**src/rtl/mem_port_arbiter_pkg.sv**
```systemverilog
// Shared constants, state encoding and helpers for the main-memory port arbiter.
// Requester 0 is the D-cache miss engine, requester 1 the I-cache miss engine.
package mem_port_arbiter_pkg;

    localparam int LINE_ADDR_LEN = 3;
    localparam int LINE_WORDS    = 1 << LINE_ADDR_LEN;
    localparam int ADDR_W        = 32;
    localparam int DATA_W        = 32;
    localparam int BASE_W        = ADDR_W - LINE_ADDR_LEN - 2;

    localparam int RQ_D = 0;
    localparam int RQ_I = 1;

    typedef enum logic [1:0] {
        ST_IDLE = 2'd0,
        ST_XFER = 2'd1,
        ST_DONE = 2'd2
    } arb_state_e;

    typedef logic [LINE_ADDR_LEN-1:0] word_idx_t;

    function automatic logic [DATA_W-1:0] pick_word(input logic [2*DATA_W-1:0] words, input logic sel);
        pick_word = sel ? words[DATA_W +: DATA_W] : words[0 +: DATA_W];
    endfunction

endpackage

```
**src/rtl/mem_port_arbiter_if.sv**
```systemverilog
// Bundle of the requester-side and memory-side signals of the memory port arbiter.
// The slave modport is the arbiter's view; master is the surrounding caches and memory.
interface mem_port_arbiter_if;
    import mem_port_arbiter_pkg::*;

    logic [1:0]               rq_req;
    logic [1:0]               rq_we;
    logic [2*ADDR_W-1:0]      rq_addr;
    logic [2*DATA_W-1:0]      rq_wdata;
    logic [1:0]               gnt;
    logic [LINE_ADDR_LEN-1:0] wd_idx;
    logic [DATA_W-1:0]        rd_data;
    logic [1:0]               rd_valid;
    logic [1:0]               rq_done;
    logic [1:0]               busy;
    logic                     mem_req;
    logic                     mem_we;
    logic [ADDR_W-1:0]        mem_addr;
    logic [DATA_W-1:0]        mem_wdata;
    logic [DATA_W-1:0]        mem_rdata;
    logic                     mem_ack;

    modport slave (
        input  rq_req, rq_we, rq_addr, rq_wdata, mem_rdata, mem_ack,
        output gnt, wd_idx, rd_data, rd_valid, rq_done, busy,
               mem_req, mem_we, mem_addr, mem_wdata
    );

    modport master (
        output rq_req, rq_we, rq_addr, rq_wdata, mem_rdata, mem_ack,
        input  gnt, wd_idx, rd_data, rd_valid, rq_done, busy,
               mem_req, mem_we, mem_addr, mem_wdata
    );

endinterface

```
**src/rtl/mem_port_arbiter_rr_arbiter2.sv**
```systemverilog
// Two-way round-robin pick between D-cache and I-cache requests.
// A lone requester wins; a tie goes to whichever was not served last.
module rr_arbiter2
    import mem_port_arbiter_pkg::*;
(
    input  logic       clk,
    input  logic       rst,
    input  logic [1:0] req,
    input  logic       upd,
    output logic [1:0] win
);

    logic last_gnt_r;

    // Winner selection from the current request pair and the last grant.
    always_comb begin
        win = 2'b00;
        case (req)
            2'b01:   win = 2'b01;
            2'b10:   win = 2'b10;
            2'b11:   win = last_gnt_r ? 2'b01 : 2'b10;
            default: win = 2'b00;
        endcase
    end

    // Last-served memory; starts at the I-cache so the D-cache wins the first tie.
    always_ff @(posedge clk) begin
        if (rst) begin
            last_gnt_r <= 1'b1;
        end else if (upd && (req != 2'b00)) begin
            last_gnt_r <= win[RQ_I];
        end else begin
            last_gnt_r <= last_gnt_r;
        end
    end

endmodule

```
**src/rtl/mem_port_arbiter.sv**
```systemverilog
// Shares the main-memory port between the D-cache and I-cache miss engines and
// sequences one full line burst per grant over the mem_req/mem_ack word handshake.
module mem_port_arbiter
    import mem_port_arbiter_pkg::*;
(
    input  logic              clk,
    input  logic              rst,
    mem_port_arbiter_if.slave bus
);

    arb_state_e         state_r;
    arb_state_e         state_nxt_s;
    logic [1:0]         win_s;
    logic [1:0]         gnt_r;
    logic [1:0]         rd_valid_r;
    logic [1:0]         rq_done_r;
    logic [1:0]         busy_s;
    word_idx_t          wd_idx_r;
    logic [BASE_W-1:0]  base_r;
    logic               mem_req_r;
    logic               mem_we_r;
    logic [DATA_W-1:0]  rd_data_r;
    logic [ADDR_W-1:0]  mem_addr_s;
    logic [DATA_W-1:0]  mem_wdata_s;
    logic               grant_s;
    logic               word_ack_s;
    logic               reissue_s;
    logic               last_word_s;

    rr_arbiter2 u_rr (
        .clk (clk),
        .rst (rst),
        .req (bus.rq_req),
        .upd (grant_s),
        .win (win_s)
    );

    // State register.
    always_ff @(posedge clk) begin
        if (rst) begin
            state_r <= ST_IDLE;
        end else begin
            state_r <= state_nxt_s;
        end
    end

    // Next-state logic: arbitrate in IDLE, leave XFER on the last word's ack.
    always_comb begin
        state_nxt_s = state_r;
        case (state_r)
            ST_IDLE: begin
                if (grant_s) begin
                    state_nxt_s = ST_XFER;
                end else begin
                    state_nxt_s = ST_IDLE;
                end
            end
            ST_XFER: begin
                if (word_ack_s && last_word_s) begin
                    state_nxt_s = ST_DONE;
                end else begin
                    state_nxt_s = ST_XFER;
                end
            end
            ST_DONE: state_nxt_s = ST_IDLE;
            default: state_nxt_s = ST_IDLE;
        endcase
    end

    // Output decode: per-state events plus the combinational address/data/stall paths.
    always_comb begin
        grant_s    = 1'b0;
        word_ack_s = 1'b0;
        reissue_s  = 1'b0;
        case (state_r)
            ST_IDLE: grant_s = (bus.rq_req != 2'b00);
            ST_XFER: begin
                // mem_ack only counts against an outstanding word request
                word_ack_s = mem_req_r & bus.mem_ack;
                reissue_s  = ~mem_req_r;
            end
            ST_DONE: grant_s = 1'b0;
            default: grant_s = 1'b0;
        endcase
        last_word_s = (wd_idx_r == word_idx_t'(LINE_WORDS - 1));
        mem_addr_s  = {base_r, wd_idx_r, 2'b00};
        mem_wdata_s = pick_word(bus.rq_wdata, gnt_r[RQ_I]);
        busy_s      = bus.rq_req | gnt_r;
    end

    // Burst datapath: grant latch, word index, request handshake and response pulses.
    always_ff @(posedge clk) begin
        if (rst) begin
            gnt_r      <= 2'b00;
            wd_idx_r   <= {LINE_ADDR_LEN{1'b0}};
            base_r     <= {BASE_W{1'b0}};
            mem_req_r  <= 1'b0;
            mem_we_r   <= 1'b0;
            rd_data_r  <= {DATA_W{1'b0}};
            rd_valid_r <= 2'b00;
            rq_done_r  <= 2'b00;
        end else begin
            rd_valid_r <= 2'b00;
            rq_done_r  <= 2'b00;
            if (grant_s) begin
                gnt_r     <= win_s;
                base_r    <= win_s[RQ_I] ? bus.rq_addr[ADDR_W + LINE_ADDR_LEN + 2 +: BASE_W]
                                         : bus.rq_addr[LINE_ADDR_LEN + 2 +: BASE_W];
                mem_we_r  <= win_s[RQ_I] ? bus.rq_we[RQ_I] : bus.rq_we[RQ_D];
                wd_idx_r  <= {LINE_ADDR_LEN{1'b0}};
                mem_req_r <= 1'b1;
            end else if (word_ack_s) begin
                // wd_idx holds through the gap cycle so rd_valid reports the acked word
                mem_req_r <= 1'b0;
                if (!mem_we_r) begin
                    rd_data_r  <= bus.mem_rdata;
                    rd_valid_r <= gnt_r;
                end else begin
                    rd_data_r  <= rd_data_r;
                end
                if (last_word_s) begin
                    rq_done_r <= gnt_r;
                end else begin
                    rq_done_r <= 2'b00;
                end
            end else if (reissue_s) begin
                mem_req_r <= 1'b1;
                wd_idx_r  <= wd_idx_r + word_idx_t'(1);
            end else if (state_r == ST_DONE) begin
                gnt_r    <= 2'b00;
                mem_we_r <= 1'b0;
            end else begin
                gnt_r <= gnt_r;
            end
        end
    end

    assign bus.gnt       = gnt_r;
    assign bus.wd_idx    = wd_idx_r;
    assign bus.rd_data   = rd_data_r;
    assign bus.rd_valid  = rd_valid_r;
    assign bus.rq_done   = rq_done_r;
    assign bus.busy      = busy_s;
    assign bus.mem_req   = mem_req_r;
    assign bus.mem_we    = mem_we_r;
    assign bus.mem_addr  = mem_addr_s;
    assign bus.mem_wdata = mem_wdata_s;

endmodule

```
**src/flat_wrapper.sv**
```systemverilog
// flat-port wrapper written by rule: the top's interface ports become plain ports
module mem_port_arbiter_flat import mem_port_arbiter_pkg::*;
  (clk, rst, bus_rq_req, bus_rq_we, bus_rq_addr, bus_rq_wdata, bus_mem_rdata, bus_mem_ack, bus_gnt, bus_wd_idx, bus_rd_data, bus_rd_valid, bus_rq_done, bus_busy, bus_mem_req, bus_mem_we, bus_mem_addr, bus_mem_wdata);
  mem_port_arbiter_if bus_i ();
  input  logic clk;
  input  logic rst;
  input wire logic [$bits(bus_i.rq_req)-1:0] bus_rq_req;
  input wire logic [$bits(bus_i.rq_we)-1:0] bus_rq_we;
  input wire logic [$bits(bus_i.rq_addr)-1:0] bus_rq_addr;
  input wire logic [$bits(bus_i.rq_wdata)-1:0] bus_rq_wdata;
  input wire logic [$bits(bus_i.mem_rdata)-1:0] bus_mem_rdata;
  input wire logic [$bits(bus_i.mem_ack)-1:0] bus_mem_ack;
  output wire logic [$bits(bus_i.gnt)-1:0] bus_gnt;
  output wire logic [$bits(bus_i.wd_idx)-1:0] bus_wd_idx;
  output wire logic [$bits(bus_i.rd_data)-1:0] bus_rd_data;
  output wire logic [$bits(bus_i.rd_valid)-1:0] bus_rd_valid;
  output wire logic [$bits(bus_i.rq_done)-1:0] bus_rq_done;
  output wire logic [$bits(bus_i.busy)-1:0] bus_busy;
  output wire logic [$bits(bus_i.mem_req)-1:0] bus_mem_req;
  output wire logic [$bits(bus_i.mem_we)-1:0] bus_mem_we;
  output wire logic [$bits(bus_i.mem_addr)-1:0] bus_mem_addr;
  output wire logic [$bits(bus_i.mem_wdata)-1:0] bus_mem_wdata;
  assign bus_i.rq_req = bus_rq_req;
  assign bus_i.rq_we = bus_rq_we;
  assign bus_i.rq_addr = bus_rq_addr;
  assign bus_i.rq_wdata = bus_rq_wdata;
  assign bus_i.mem_rdata = bus_mem_rdata;
  assign bus_i.mem_ack = bus_mem_ack;
  assign bus_gnt = bus_i.gnt;
  assign bus_wd_idx = bus_i.wd_idx;
  assign bus_rd_data = bus_i.rd_data;
  assign bus_rd_valid = bus_i.rd_valid;
  assign bus_rq_done = bus_i.rq_done;
  assign bus_busy = bus_i.busy;
  assign bus_mem_req = bus_i.mem_req;
  assign bus_mem_we = bus_i.mem_we;
  assign bus_mem_addr = bus_i.mem_addr;
  assign bus_mem_wdata = bus_i.mem_wdata;
  mem_port_arbiter u_core (.clk(clk), .rst(rst), .bus(bus_i));
endmodule
```
**config.mk**
```make
export PLATFORM = sky130hd
export DESIGN_NAME = mem_port_arbiter_flat
export DESIGN_NICKNAME = d
export VERILOG_FILES = /design/src/rtl/mem_port_arbiter_pkg.sv /design/src/rtl/mem_port_arbiter_if.sv /design/src/rtl/mem_port_arbiter_rr_arbiter2.sv /design/src/rtl/mem_port_arbiter.sv /design/src/flat_wrapper.sv
export SDC_FILE = /design/constraint.sdc
export NUM_CORES = 1
export LEC_CHECK = 0
export CAP_MARGIN = 10
export CORE_MARGIN = 8
export CORE_UTILIZATION = 25
export DETAILED_ROUTE_END_ITERATION = 12
export GPL_ROUTABILITY_DRIVEN = 0
export PLACE_DENSITY = 0.69
export SKIP_LAST_GASP = 1
export SYNTH_ARGS = -nofsm -noshare
export SYNTH_HDL_FRONTEND = slang
export SYNTH_SLANG_ARGS = --single-unit
```
**constraint.sdc**
```tcl
create_clock -name clk -period 2.7 [get_ports clk]
set_input_delay 0.675 -clock clk [delete_from_list [all_inputs] [get_ports clk]]
set_output_delay 0.675 -clock clk [all_outputs]
set_load 0.05 [all_outputs]
```
Fig. 1: run 1, congestion heat map
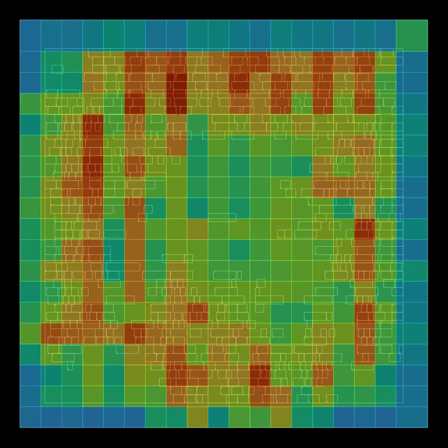
GRT Max-Usage Layer: met2
met2 usage: 0.281
met3 usage: 0.0658
post-layout util: 0.494
Total GRT Usage: 0.160

Fig. 2: run 1, routed metal per tile
(3 px per um) 27 x 27 tiles, from white (low) to dark blue (high), scaled to the fullest tile. Values are wire area over tile area, all layers added.
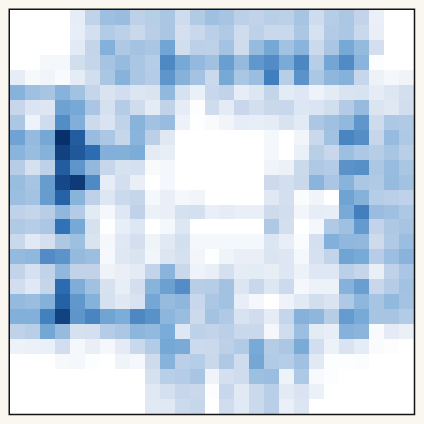
densest ninth of the die: middle left
nearly empty tiles: 18%
fullest tile: 0.58
mean over tiles: 0.14
DR vias: 4,085
Avg WL per Cell: 18.6 um
Routed WL: 15,300 um

Fig. 3: run 1, gate families picked out
(4 px per um)
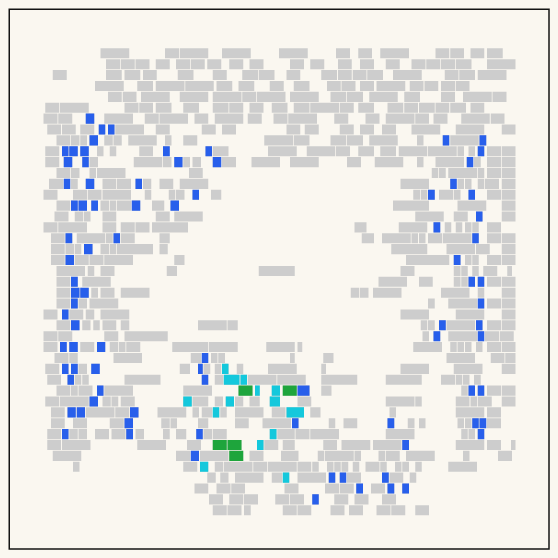
| colour | family | cells |
|---|---|---|
| green | AND-OR and OR-AND gates | 5 |
| blue | NAND gates | 86 |
| cyan | NOR gates | 14 |

==> out/summary.txt, run 1 <==
Metal-1 WL: 5930 um
Avg Vias per Cell: 4.96
Clock buffer cells: 10
Status: complete, no violations
Port bufs: 263
Chip Area: 0.0181 mm2
CTS root buf: clkbuf_16
R2r startpoint: u_core.state_r[0]
Tapcell count: 180
Multi-In Gates: 279
Initial antenna violation count: 0
Synth mux share: 0.108
Vias in the first global route: 4,251
Most frequent cells in the layout: clkdlybuf4s50_1, dfxtp_1, nand3_1, o21ai_0, a21oi_1
Finished Cell Area: 0.00682 mm2
Synth Area in Compound Gates: 0.198
Switching Share: 0.312
Post-route ant nets: 0
Layout clock area frac: 0.0455
Die height: 135 um
Top-count cell post-synth: dfxtp_1
Total power: 3.62 mW
N_diodes: 0
Non-filler cells, final: 824
Inverters, non-clock: 2
Initial DRC Count: 234
Area grow syn2layout: 94.1%
Inst Count DP: 809
Seq/Total Area, Yosys: 0.416
Top power group: clock
Hold path startpoint: u_core.bus.rd_data[28]
PwrDens: 531 mW/mm2
Synth area leader: dfxtp_1
Clock Power: 1.24 mW
Cells on Worst Hold Path: 2
Final worst slack: 0.310 ns
Htree depth: 3
Worst-path clk slew: 0.06 ns
Worst-path cell chain: clkdlybuf4s50_1 > or2_2 > buf_12
Met1 Use GR: 0.175
Init Core Util: 0.254
Buffers and inverters on the worst path: 2
Worst slew margin: 0.360
Dominant comb cell: AND-OR/OR-AND gates
DRT Pass-1 Iters: 4
Crit path DAT: 1.71 ns
Post-synth regs: 73
CP max stage delay: 0.53 ns
Async set or reset register ratio after synthesis: 0
Crit. path cell count: 3
Share of post-route cells with drive strength above 1: 0.160
Cell total in the yosys stat output: 403
AND/OR/NAND/NOR Cells, Area Fraction: 0.185
Hold Path Class: flop to flop
Num CTS Buffers: 9
Peak supply drop: 0.316 mV
Tool Warnings: 36
Final TNS setup: 0 ns
Final hold vios: 0
Hold Buf Count CTS: 0
Startpoint Class: input pin
Logic share of the area: 0.259
Reg-to-reg setup timing slack: 0.80 ns
Buffer share of cell area: 0.447
Fin crit share: 0.885
Kind of critical path: input pin to output port
DRC Markers: 0
Flop Count: 73
## Run 2: what changed since run 1
HOLD_SLACK_MARGIN = 0.12   (was default)
clock period = 2.33 ns   (was 2.7 ns; I/O delays follow)
Fig. 4: run 2, layout detail
Window x 52 to 82, y 25 to 55 um. Cells in grey, sequential cells in the stronger grey; small squares are vias.
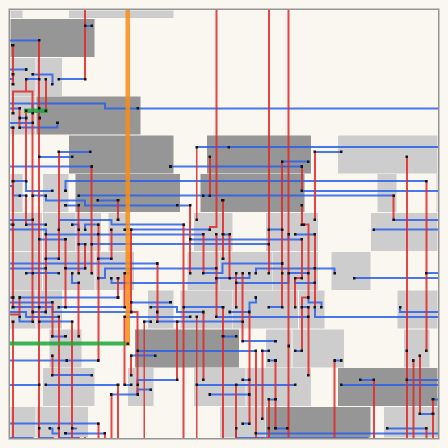
| colour | layer |
|---|---|
| orange | metal 4 |
| blue | metal 1 |
| red | metal 2 |
| green | metal 3 |
sequential cells in the window: 9
most frequent: dfxtp_1 (9), nor3_1 (5), clkdlybuf4s50_1 (4)
netlist names of flops here include: `u_core.bus.gnt` (2), `u_core.bus.wd_idx` (2), `u_core.state_r` (2)
cells with their middle in the window: 47

==> run 2 against run 1 <==
Against the previous run: clock skew increased by 0.0027 ns; critical path depth decreased by 2; routed wire length increased by 0.69%; worst hold slack got worse by 0.0036 ns; register-to-register slack got worse by 0.03 ns; sequential share of layout area decreased by 0.15 points; clock power about the same; synthesized cell count unchanged; critical path type is now flop to output port; largest power group is now combinational logic.
==> out/summary.txt, run 2 <==
Tapcell count: 180
Inst Count DP: 815
Met2 usage: 0.285
Most frequent cells in the layout: clkdlybuf4s50_1, dfxtp_1, nand3_1, o21ai_0, buf_12
Crit path max-delay family: buffers and inverters
Dominant comb cell: AND-OR/OR-AND gates
Port bufs: 263
Kind of critical path: flop to output port
Area grow syn2layout: 95.4%
Hold path startpoint: u_core.bus.rd_data[1]
Finished Cell Area: 0.00687 mm2
Initial DRC Count: 139
Layout clock area frac: 0.0386
Unrepaired setup endpoints after global routing: false
Reg-to-reg setup timing slack: 0.77 ns
Worst-path clk slew: 0.06 ns
Startpoint Class: flop
Buffers and inverters on the worst path: 1
CTS root buf: clkbuf_16
Non-filler cells, final: 831
Top power group: combinational logic
Async set or reset register ratio after synthesis: 0
Die height: 135 um
Avg WL per Cell: 18.6 um
DRT Pass-1 Iters: 4
Post-synth regs: 73
Final worst slack: 0.149 ns
Area of the core: 0.0138 mm2
Share of post-route cells with drive strength above 1: 0.169
Placement Cell Area: 0.00661 mm2
Met3 usage: 0.0743
Clock buffer cells: 11
Final TNS setup: 0 ns
Met1 Use GR: 0.174
Status: complete, no violations
Avg Vias per Cell: 4.89
Chip Area: 0.0181 mm2
Htree depth: 3
Buffer share of cell area: 0.458
Worst-path cell chain: clkdlybuf4s50_1
Max Slew Vio Count: 0
Synth area leader: dfxtp_1
DRC Markers: 0
Signal buffers: 281
GRT Max-Usage Layer: met2
Total power: 4.03 mW
Final hold vios: 0
Crit path DAT: 1.60 ns
Flop Count: 73
DR vias: 4,067
Seq/Total Area, Yosys: 0.416
Hold Buf Count CTS: 0
Num CTS Buffers: 9
Initial antenna violation count: 1
Worst slew margin: 0.632
Post-layout util: 0.497
Slowest cell on crit path: clkdlybuf4s50_1
CP max stage delay: 0.85 ns
Routed WL: 15,500 um
N_diodes: 0
Inverters, non-clock: 2
Top-count cell post-synth: dfxtp_1
Logic share of the area: 0.257
Peak supply drop: 0.421 mV
Fin crit share: 0.936
Metal-1 WL: 5680 um
AND/OR/NAND/NOR Cells, Area Fraction: 0.185
Synth Area in Compound Gates: 0.198
Init Core Util: 0.254
Multi-In Gates: 279
Synth mux share: 0.108
R2r startpoint: u_core.bus.mem_we
PwrDens: 586 mW/mm2
Power and IR drop assume default switching activity.
